[config.mk]
export PLATFORM = sky130hd
export DESIGN_NAME = pixel_window_collector_flat
export DESIGN_NICKNAME = d
export VERILOG_FILES = /design/src/rtl/pixel_stream_pkg.sv /design/src/rtl/pixel_window_collector_if.sv /design/src/rtl/window_shift_reg.sv /design/src/rtl/pixel_window_collector.sv /design/src/flat_wrapper.sv
export SDC_FILE = /design/constraint.sdc
export NUM_CORES = 1
export LEC_CHECK = 0
export CAP_MARGIN = 25
export CORE_MARGIN = 2
export CORE_UTILIZATION = 53
export DETAILED_ROUTE_END_ITERATION = 8
export GPL_TIMING_DRIVEN = 0
export PLACE_DENSITY = 0.87
export SYNTH_ARGS = -nofsm -noshare
export SYNTH_HDL_FRONTEND = slang
export SYNTH_SLANG_ARGS = --single-unit
[constraint.sdc]
create_clock -name clk -period 1.9 [get_ports clk]
set_input_delay 0.38 -clock clk [delete_from_list [all_inputs] [get_ports clk]]
set_output_delay 0.38 -clock clk [all_outputs]
set_load 0.01 [all_outputs]
[src/rtl/pixel_stream_pkg.sv]
// Shared pixel-stream types for the window collector and the perceptron stage.
package pixel_stream_pkg;

   localparam int DEF_PX_SIZE    = 8;
   localparam int DEF_INPUT_SIZE = 5;

   typedef logic [DEF_PX_SIZE-1:0] px_t;

   typedef enum logic {
      FILL   = 1'b0,
      STREAM = 1'b1
   } window_state_e;

endpackage

[src/rtl/pixel_window_collector_if.sv]
// Pixel-in / window-out stream bundle; slave is the collector, master the surrounding logic.
interface pixel_window_collector_if
   import pixel_stream_pkg::*;
#(
   parameter int INPUT_SIZE = DEF_INPUT_SIZE,
   parameter int PX_SIZE    = DEF_PX_SIZE
);

   logic                               s_valid;
   logic                               s_ready;
   logic [PX_SIZE-1:0]                 s_px;
   logic                               s_last;
   logic                               m_valid;
   logic                               m_ready;
   logic [INPUT_SIZE-1:0][PX_SIZE-1:0] m_window;
   logic                               m_last;

   modport slave (
      input  s_valid, s_px, s_last, m_ready,
      output s_ready, m_valid, m_window, m_last
   );

   modport master (
      output s_valid, s_px, s_last, m_ready,
      input  s_ready, m_valid, m_window, m_last
   );

endinterface

[src/rtl/window_shift_reg.sv]
// Pixel storage: shifts toward index 0 with new data entering at DEPTH-1; clear wins over shift.
module window_shift_reg #(
   parameter int DEPTH = 5,
   parameter int WIDTH = 8
) (
   input  logic                         clk,
   input  logic                         rst_n,
   input  logic                         shift_en,
   input  logic                         clr,
   input  logic [WIDTH-1:0]             din,
   output logic [DEPTH-1:0][WIDTH-1:0]  q
);

   logic [DEPTH-1:0][WIDTH-1:0] data_q;
   logic [DEPTH-1:0][WIDTH-1:0] data_d;

   always_comb begin
      data_d = data_q;
      if (clr) begin
         data_d = '0;
      end else if (shift_en) begin
         for (int i = 0; i < DEPTH-1; i++) begin
            data_d[i] = data_q[i+1];
         end
         data_d[DEPTH-1] = din;
      end
   end

   always_ff @(posedge clk or negedge rst_n) begin
      if (!rst_n) begin
         data_q <= '0;
      end else begin
         data_q <= data_d;
      end
   end

   assign q = data_q;

endmodule

[src/rtl/pixel_window_collector.sv]
// Sliding-window collector feeding the perceptron img_in.
// Optional PIXEL_WINDOW_ZERO_PAD_EN: emit zero-padded windows for short row tails.
//
// state  | meaning
// FILL   | fewer than INPUT_SIZE pixels of the current row held
// STREAM | window full; emits every STRIDE accepted pixels
module pixel_window_collector
   import pixel_stream_pkg::*;
#(
   parameter int INPUT_SIZE = DEF_INPUT_SIZE,
   parameter int PX_SIZE    = DEF_PX_SIZE,
   parameter int STRIDE     = 1
) (
   input  logic                     clk,
   input  logic                     rst_n,
   pixel_window_collector_if.slave  bus
);

   localparam int FILL_W = $clog2(INPUT_SIZE+1);
   localparam int STR_W  = $clog2(STRIDE)+1;
   localparam logic [FILL_W-1:0] FILL_FULL = FILL_W'(INPUT_SIZE);
   localparam logic [STR_W-1:0]  STR_LAST  = STR_W'(STRIDE-1);

   typedef logic [INPUT_SIZE-1:0][PX_SIZE-1:0] win_t;

   window_state_e       state_q, state_d;
   logic [FILL_W-1:0]   fill_cnt_q, fill_cnt_d;
   logic [STR_W-1:0]    stride_cnt_q, stride_cnt_d;
   logic                m_valid_q, m_valid_d;
   logic                m_last_q, m_last_d;
   win_t                m_window_q, m_window_d;

   win_t                sr_q;
   win_t                shifted;
   win_t                win_new;
   logic                s_ready;
   logic                accept;
   logic                row_end;
   logic [FILL_W-1:0]   fill_nxt;
   logic                full_after;
   logic [STR_W-1:0]    stride_nxt;
   logic                emit;

   assign s_ready = !m_valid_q || bus.m_ready;
   assign accept  = bus.s_valid && s_ready;
   assign row_end = accept && bus.s_last;

   window_shift_reg #(
      .DEPTH (INPUT_SIZE),
      .WIDTH (PX_SIZE)
   ) u_shift (
      .clk      (clk),
      .rst_n    (rst_n),
      .shift_en (accept),
      .clr      (row_end),
      .din      (bus.s_px),
      .q        (sr_q)
   );

   // Window as it will look once the accepted pixel is shifted in.
   always_comb begin
      for (int i = 0; i < INPUT_SIZE-1; i++) begin
         shifted[i] = sr_q[i+1];
      end
      shifted[INPUT_SIZE-1] = bus.s_px;
   end

   always_comb begin
      fill_nxt   = (fill_cnt_q == FILL_FULL) ? FILL_FULL : fill_cnt_q + 1'b1;
      full_after = (fill_nxt == FILL_FULL);
      if (state_q == FILL) begin
         stride_nxt = '0;
      end else begin
         stride_nxt = (stride_cnt_q == STR_LAST) ? '0 : stride_cnt_q + 1'b1;
      end

      emit    = accept && full_after && (stride_nxt == '0);
      win_new = shifted;
`ifdef PIXEL_WINDOW_ZERO_PAD_EN
      // Short row: received pixels sit at the top of the register; slide them down to index 0.
      if (row_end && !full_after) begin
         emit    = 1'b1;
         win_new = shifted >> ((INPUT_SIZE - int'(fill_nxt)) * PX_SIZE);
      end
`endif
   end

   always_comb begin
      state_d      = state_q;
      fill_cnt_d   = fill_cnt_q;
      stride_cnt_d = stride_cnt_q;
      if (accept) begin
         if (bus.s_last) begin
            state_d      = FILL;
            fill_cnt_d   = '0;
            stride_cnt_d = '0;
         end else begin
            fill_cnt_d   = fill_nxt;
            stride_cnt_d = full_after ? stride_nxt : '0;
            state_d      = full_after ? STREAM : FILL;
         end
      end
   end

   always_comb begin
      m_valid_d  = m_valid_q;
      m_window_d = m_window_q;
      m_last_d   = m_last_q;
      if (emit) begin
         m_valid_d  = 1'b1;
         m_window_d = win_new;
         m_last_d   = bus.s_last;
      end else if (bus.m_ready) begin
         m_valid_d  = 1'b0;
      end
   end

   always_ff @(posedge clk or negedge rst_n) begin
      if (!rst_n) begin
         state_q      <= FILL;
         fill_cnt_q   <= '0;
         stride_cnt_q <= '0;
         m_valid_q    <= 1'b0;
         m_last_q     <= 1'b0;
         m_window_q   <= '0;
      end else begin
         state_q      <= state_d;
         fill_cnt_q   <= fill_cnt_d;
         stride_cnt_q <= stride_cnt_d;
         m_valid_q    <= m_valid_d;
         m_last_q     <= m_last_d;
         m_window_q   <= m_window_d;
      end
   end

   assign bus.s_ready  = s_ready;
   assign bus.m_valid  = m_valid_q;
   assign bus.m_window = m_window_q;
   assign bus.m_last   = m_last_q;

endmodule

[src/flat_wrapper.sv]
// flat-port wrapper written by rule: the top's interface ports become plain ports
module pixel_window_collector_flat import pixel_stream_pkg::*;
#(
   parameter int INPUT_SIZE = DEF_INPUT_SIZE,
   parameter int PX_SIZE    = DEF_PX_SIZE,
   parameter int STRIDE     = 1
)
  (clk, rst_n, bus_s_valid, bus_s_px, bus_s_last, bus_m_ready, bus_s_ready, bus_m_valid, bus_m_window, bus_m_last);
  pixel_window_collector_if #(.INPUT_SIZE(INPUT_SIZE), .PX_SIZE(PX_SIZE)) bus_i ();
  input  logic clk;
  input  logic rst_n;
  input wire logic [$bits(bus_i.s_valid)-1:0] bus_s_valid;
  input wire logic [$bits(bus_i.s_px)-1:0] bus_s_px;
  input wire logic [$bits(bus_i.s_last)-1:0] bus_s_last;
  input wire logic [$bits(bus_i.m_ready)-1:0] bus_m_ready;
  output wire logic [$bits(bus_i.s_ready)-1:0] bus_s_ready;
  output wire logic [$bits(bus_i.m_valid)-1:0] bus_m_valid;
  output wire logic [$bits(bus_i.m_window)-1:0] bus_m_window;
  output wire logic [$bits(bus_i.m_last)-1:0] bus_m_last;
  assign bus_i.s_valid = bus_s_valid;
  assign bus_i.s_px = bus_s_px;
  assign bus_i.s_last = bus_s_last;
  assign bus_i.m_ready = bus_m_ready;
  assign bus_s_ready = bus_i.s_ready;
  assign bus_m_valid = bus_i.m_valid;
  assign bus_m_window = bus_i.m_window;
  assign bus_m_last = bus_i.m_last;
  pixel_window_collector #(.INPUT_SIZE(INPUT_SIZE), .PX_SIZE(PX_SIZE), .STRIDE(STRIDE)) u_core (.clk(clk), .rst_n(rst_n), .bus(bus_i));
endmodule
run_1/clock_map.png
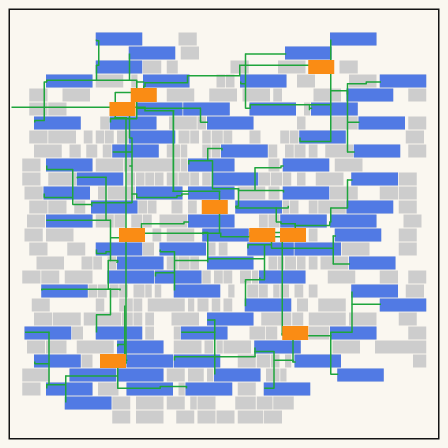
Key: green = clock wires [length 890 um]; blue = flip-flops [count 77]; orange = cells driving clock nets [count 9]
Position of the flops: all over the die. There are 10 routed clock nets.
Clk power: 1160 uW
Late-Pin Clk Latency: 0.34 ns
final setup skew: 0.006904 ns

run_1/pins.png
Pins as bars across the die edge, other pins in gray.
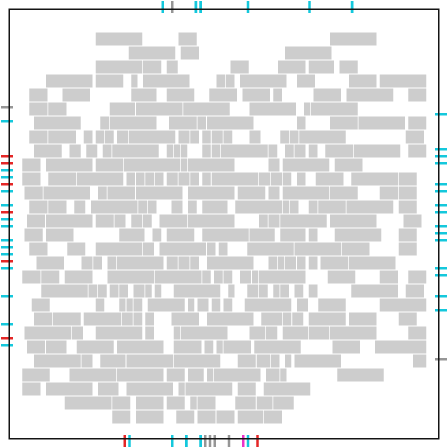
Key: cyan = bus_m_window [pins 40, direction output, edge 15 east, 14 west, 6 north, 5 south]; magenta = bus_m_valid [pins 1, direction output, edge south]; red = bus_s_px [pins 8, direction input, edge 6 west, 2 south]
All pins by edge: 21 west, 16 east, 12 south, 7 north.

==> out/metrics.cfg, run 1 <==
[route]
drt_pre_antenna_iters=4
wirelength_um=6777
drt-initial-drc-count=126
wire_per_inst_um=17.11
ant_nets=0

[power]
clockPowerShare_pct=25.0
netSwitchingFraction_pct=26.45
power_leakage_uw=0.001948

[critical_path]
r2r_slack_ns=0.17
critPathKind=in -> reg
r2r-start=u_core.bus.m_valid
reg2regPathDepth=6
r2r-end=u_core.bus.m_window[18]
cp_data_required_time_ns=2.13
worstSetupStartpoint=bus_s_valid
crit_end=u_core.bus.m_window[18]
endpoint_kind=flop

[logic_synthesis]
ys_seq_share_pct=58.03
ys_area_um2=3321
syn_inst=250
synth.ff_latch_count=77
syn-cell-area_um2=3321
yosysCellCount=250
yosysWarnings=0
ys_types=16

[place]
post-place-ws_ns=-0.2865

[clocking]
cts.sinks=77
clockRootBuffer=clkbuf_8
numCtsBuffers=9
cts_buffer_depth=2

[floorplanning]
die_y_um=83.16
fp_util_pct=55.43

[final_timing]
holdWs_ns=0.4293
hold_violations=0
setup_ws_ns=0.07411
clock.fmax_mhz=547.7
worstMarginPinSlew_ns=0.4662

[global_route]
grt.overflow.total=0

[worst_hold_path]
hp-class=in -> async

[run_status]
status=complete, no violations

[layout]
stdcell_count=396
layout.nets=330

[flow_run]
warnings=26

run_1/cell_classes.png
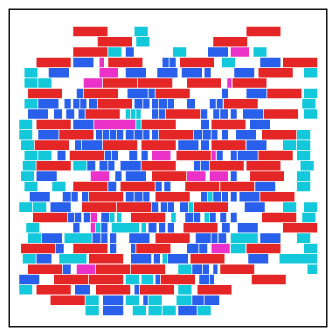
Key: blue = all other logic [cells 154, share of their area 31%]; cyan = other buffers and delay cells [cells 75, share of their area 18%]; magenta = clock drivers and dummy loads [cells 15, share of their area 4.3%]; red = flops [cells 77, share of their area 47%]

[run 1: cell type report]
class,instances,area [um^2]
Tap cell,75,93.84
Clock inverter,2,35.03
Buffer,19,151.4
Inverter,3,11.26
Sequential cell,77,1927
Fill cell,422,1828
Multi-Input combinational cell,151,1231
Timing Repair Buffer,56,574.3
Clock buffer,13,138.9
[run 1: worst min-delay path by stage]
stage | end | start | cells after the start | slack [ns]
6_report | u_core.fill_cnt_q[2] | rst_n | 2 | 0.43
5_1_grt | u_core.fill_cnt_q[2] | rst_n | 2 | 0.43
4_1_cts | u_core.fill_cnt_q[2] | rst_n | 2 | 0.42
3_5_place_dp | u_core.fill_cnt_q[2] | rst_n | 1 | 0.25
3_3_place_gp | u_core.bus.m_window[1] | u_core.u_shift.q[9] | 1 | 0.49
2_1_floorplan | u_core.bus.m_last | rst_n | 0 | 0.08
[run 1: state kept, by name, summed over array words and instances (netlist names)]
signal,flops
u_core.bus.m_window,40
u_core.u_shift.q,32
u_core.fill_cnt_q,3
u_core.bus.m_last,1
u_core.bus.m_valid,1
[run 1: cells in the mapped netlist, drive strengths merged]
master  instances  share of area (%)
dfrtp          77                 58
o21ai          64                9.6
mux2           42                 19
nand2b         34                6.4
clkbuf         13                1.5
buf             6                3.1
inv             3               0.34
a21oi           2               0.30
nand2           2               0.23
o31ai           2               0.45
o41ai           2               0.53
nor2            1               0.11
nor2b           1               0.41
or3             1               0.34
[run 1: layer usage]
layer | GRT usage, % | vias up | part of all wire (%)
met1 | 27.48 | 1108 | 42
li1 | - | 994 | -
met4 | 7.750 | 0 | 1.4
met3 | 5.765 | 9 | 5.4
met2 | 35.41 | 65 | 51
met5 | 0 | - | 0
[run 1: critical path: stages]
cell	delay (ns)
clkdlybuf4s50_1	0.49
inv_1	0.14
or3_4	0.42
buf_6	0.16
buf_12	0.16
mux2_4	0.30
[run 1: cell usage in the layout (no fill, tap or decap), types with 2 or more instances in the layout]
cell type | synthesis | layout
clkbuf_8 | 0 | 9
o21ai_0 | 64 | 64
mux2_4 | 39 | 39
mux2_2 | 3 | 3
inv_1 | 3 | 3
nand2_1 | 2 | 2
buf_6 | 2 | 2
nand2b_1 | 34 | 34
dfrtp_1 | 77 | 77
clkdlybuf4s50_1 | 0 | 52
clkbuf_1 | 13 | 17
o31ai_1 | 2 | 2
a21oi_1 | 2 | 2
o41ai_1 | 2 | 2
buf_12 | 4 | 4
[run 1: logic make-up (layout without fill, tap and decap cells)]
family	count (synthesis)	in the layout	synth area share (%)
AND-OR/OR-AND	70	70	10.93
flip-flops	77	77	58.03
multiplexers	42	42	18.65
AND/OR/NAND/NOR	39	39	7.498
buffers and inverters	22	93	4.898
[run 1: what timing repair did]
action	4_1_cts	5_1_grt
setup endpoints to repair	1	0
gates resized	1	0
hold buffers	1	0
hold endpoints to repair	13	0
[run 1: power groups by stage]
stage,combinational [uW],clock (uW),sequential (uW)
CTS,1320,1170,2160
global placement,1270,0,2170
finish,1310,1160,2160
floorplan,534,0,2260
detailed placement,1310,0,2180
global route,1400,1250,2200
==> inputs of run 2 (changes only) <==
--- a/config.mk
+++ b/config.mk
@@ -8,9 +8,11 @@
 export CAP_MARGIN = 25
 export CORE_MARGIN = 2
 export CORE_UTILIZATION = 53
+export CTS_CLUSTER_DIAMETER = 150
 export DETAILED_ROUTE_END_ITERATION = 8
 export GPL_TIMING_DRIVEN = 0
 export PLACE_DENSITY = 0.87
+export SLEW_MARGIN = 10
 export SYNTH_ARGS = -nofsm -noshare
 export SYNTH_HDL_FRONTEND = slang
 export SYNTH_SLANG_ARGS = --single-unit
run_2/clock_map.png
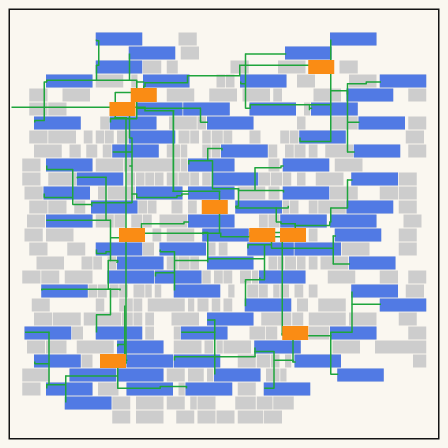
Key: blue = flip-flops [count 77]; orange = cells driving clock nets [count 9]; green = clock wires [length 890 um]
There are 10 routed clock nets. Position of the flops: all over the die.
Clk pwr share: 25.0%

==> run 2 against run 1 <==
Compared with the run above: wire length unchanged; critical path type unchanged; die area unchanged; power unchanged; synthesized cell count unchanged; register-to-register slack about the same; highest routed layer unchanged; largest cell class unchanged; final cell count unchanged; count of clock-buffer cells in the layout unchanged; cell area unchanged; setup slack unchanged.
==> out/metrics.cfg, run 2 <==
[run_status]
status=complete, no violations

[layout]
layout.nets=330
largest_reg_flops=40
lay_top_cells=dfrtp_1, o21ai_0, clkdlybuf4s50_1
lay_top_count=dfrtp_1

[clocking]
cts.sinks=77
numCtsBuffers=9

[final_timing]
hold_violations=0
setup_ws_ns=0.07411
clock.fmax_mhz=547.7

[logic_synthesis]
ys_area_um2=3321
synth-edff-count=0
ys_sh_xor_pct=0
synthArstFlopShare_pct=100.0
yosysWarnings=0
mux_share_pct=18.65
top_logic_kind=multiplexers
synth-adder-area-share_pct=0
synthFlopType=dfrtp_1

[critical_path]
critPathKind=in -> reg
reg2regPathDepth=6
endpoint_kind=flop
r2r_slack_ns=0.17

[floorplanning]
fp_util_pct=55.43

[route]
wire_per_inst_um=17.11
ant_nets=0
wirelength_um=6777

[global_route]
grt.overflow.total=0

run_2/pins.png
Pins as bars across the die edge, other pins in gray.
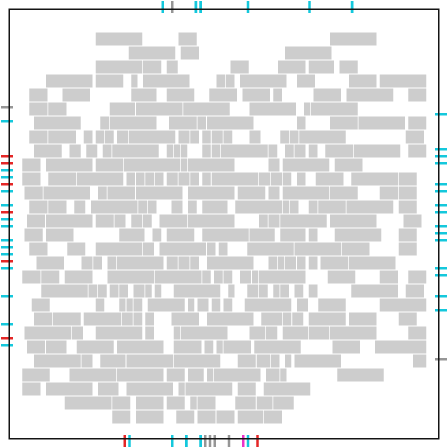
Key: magenta = bus_m_valid [pins 1, direction output, edge south]; red = bus_s_px [pins 8, direction input, edge 6 west, 2 south]; cyan = bus_m_window [pins 40, direction output, edge 15 east, 14 west, 6 north, 5 south]
All pins by edge: 21 west, 16 east, 12 south, 7 north.
DIE WIDTH: 83.16 um
Port Buffer Count: 54
Die Y: 83.16 um

-- run 2: cell counts after synthesis --
No cell type changed its count.
-- run 2: what timing repair did --
| item | in CTS | in global routing |
|---|---|---|
| gates resized | 1 | 0 |
| setup endpoints to repair | 1 | 0 |
| hold endpoints to repair | 13 | 0 |
| hold buffers | 1 | 0 |
-- run 2: power breakdown --
| group | internal (uW) | switching, uW |
|---|---|---|
| sequential | 1950 | 210 |
| combinational | 852 | 456 |
| clock | 601 | 558 |
-- run 2: how the worst max path moves through the flow --
stage	to	slack, ns	depth (start not counted)
floorplan	u_core.bus.m_last	0.20	6
global placement	u_core.bus.m_window[26]	-2.07	1
detailed placement	u_core.bus.m_window[18]	-0.29	6
CTS	u_core.bus.m_window[19]	0.07	6
global route	u_core.bus.m_window[19]	0.04	6
finish	u_core.bus.m_window[18]	0.07	6
-- run 2: area by class of cell --
| class | count | area, um^2 |
|---|---|---|
| Timing Repair Buffer | 56 | 574.3 |
| Buffer | 19 | 151.4 |
| Clock buffer | 13 | 138.9 |
| Inverter | 3 | 11.26 |
| Tap cell | 75 | 93.84 |
| Multi-Input combinational cell | 151 | 1231 |
| Fill cell | 422 | 1828 |
| Sequential cell | 77 | 1927 |
| Clock inverter | 2 | 35.03 |
-- run 2: logic make-up (layout without fill, tap and decap cells) --
| kind of cell | Yosys count | in the layout |
|---|---|---|
| compound gates | 70 | 70 |
| simple gates | 39 | 39 |
| buf+inv | 22 | 93 |
| flops | 77 | 77 |
| mux | 42 | 42 |
-- run 2: critical path, cell delays in order --
cell and delay, ns:
clkdlybuf4s50_1 0.49, inv_1 0.14, or3_4 0.42, buf_6 0.16, buf_12 0.16, mux2_4 0.30
-- run 2: through the flow --
step                area, um^2  utilization, %  hold slack, ns
floorplan                 3321               -         0.08441
global placement          3955           66.02          0.4854
global route              4163           69.49          0.4286
finish                    4163           69.49          0.4293
CTS                       4163           69.49          0.4182
detailed placement        3980           66.44          0.2518
-- run 2: per-layer routing --
layer | track usage, % | wire, um | part of all wire (%) | vias up
met5 | 0 | 0 | 0 | -
met4 | 7.750 | 97 | 1.4 | 0
met3 | 5.765 | 364 | 5.4 | 9
met2 | 35.41 | 3442 | 51 | 65
met1 | 27.48 | 2872 | 42 | 1108
li1 | - | - | - | 994
Power and IR drop assume default switching activity.
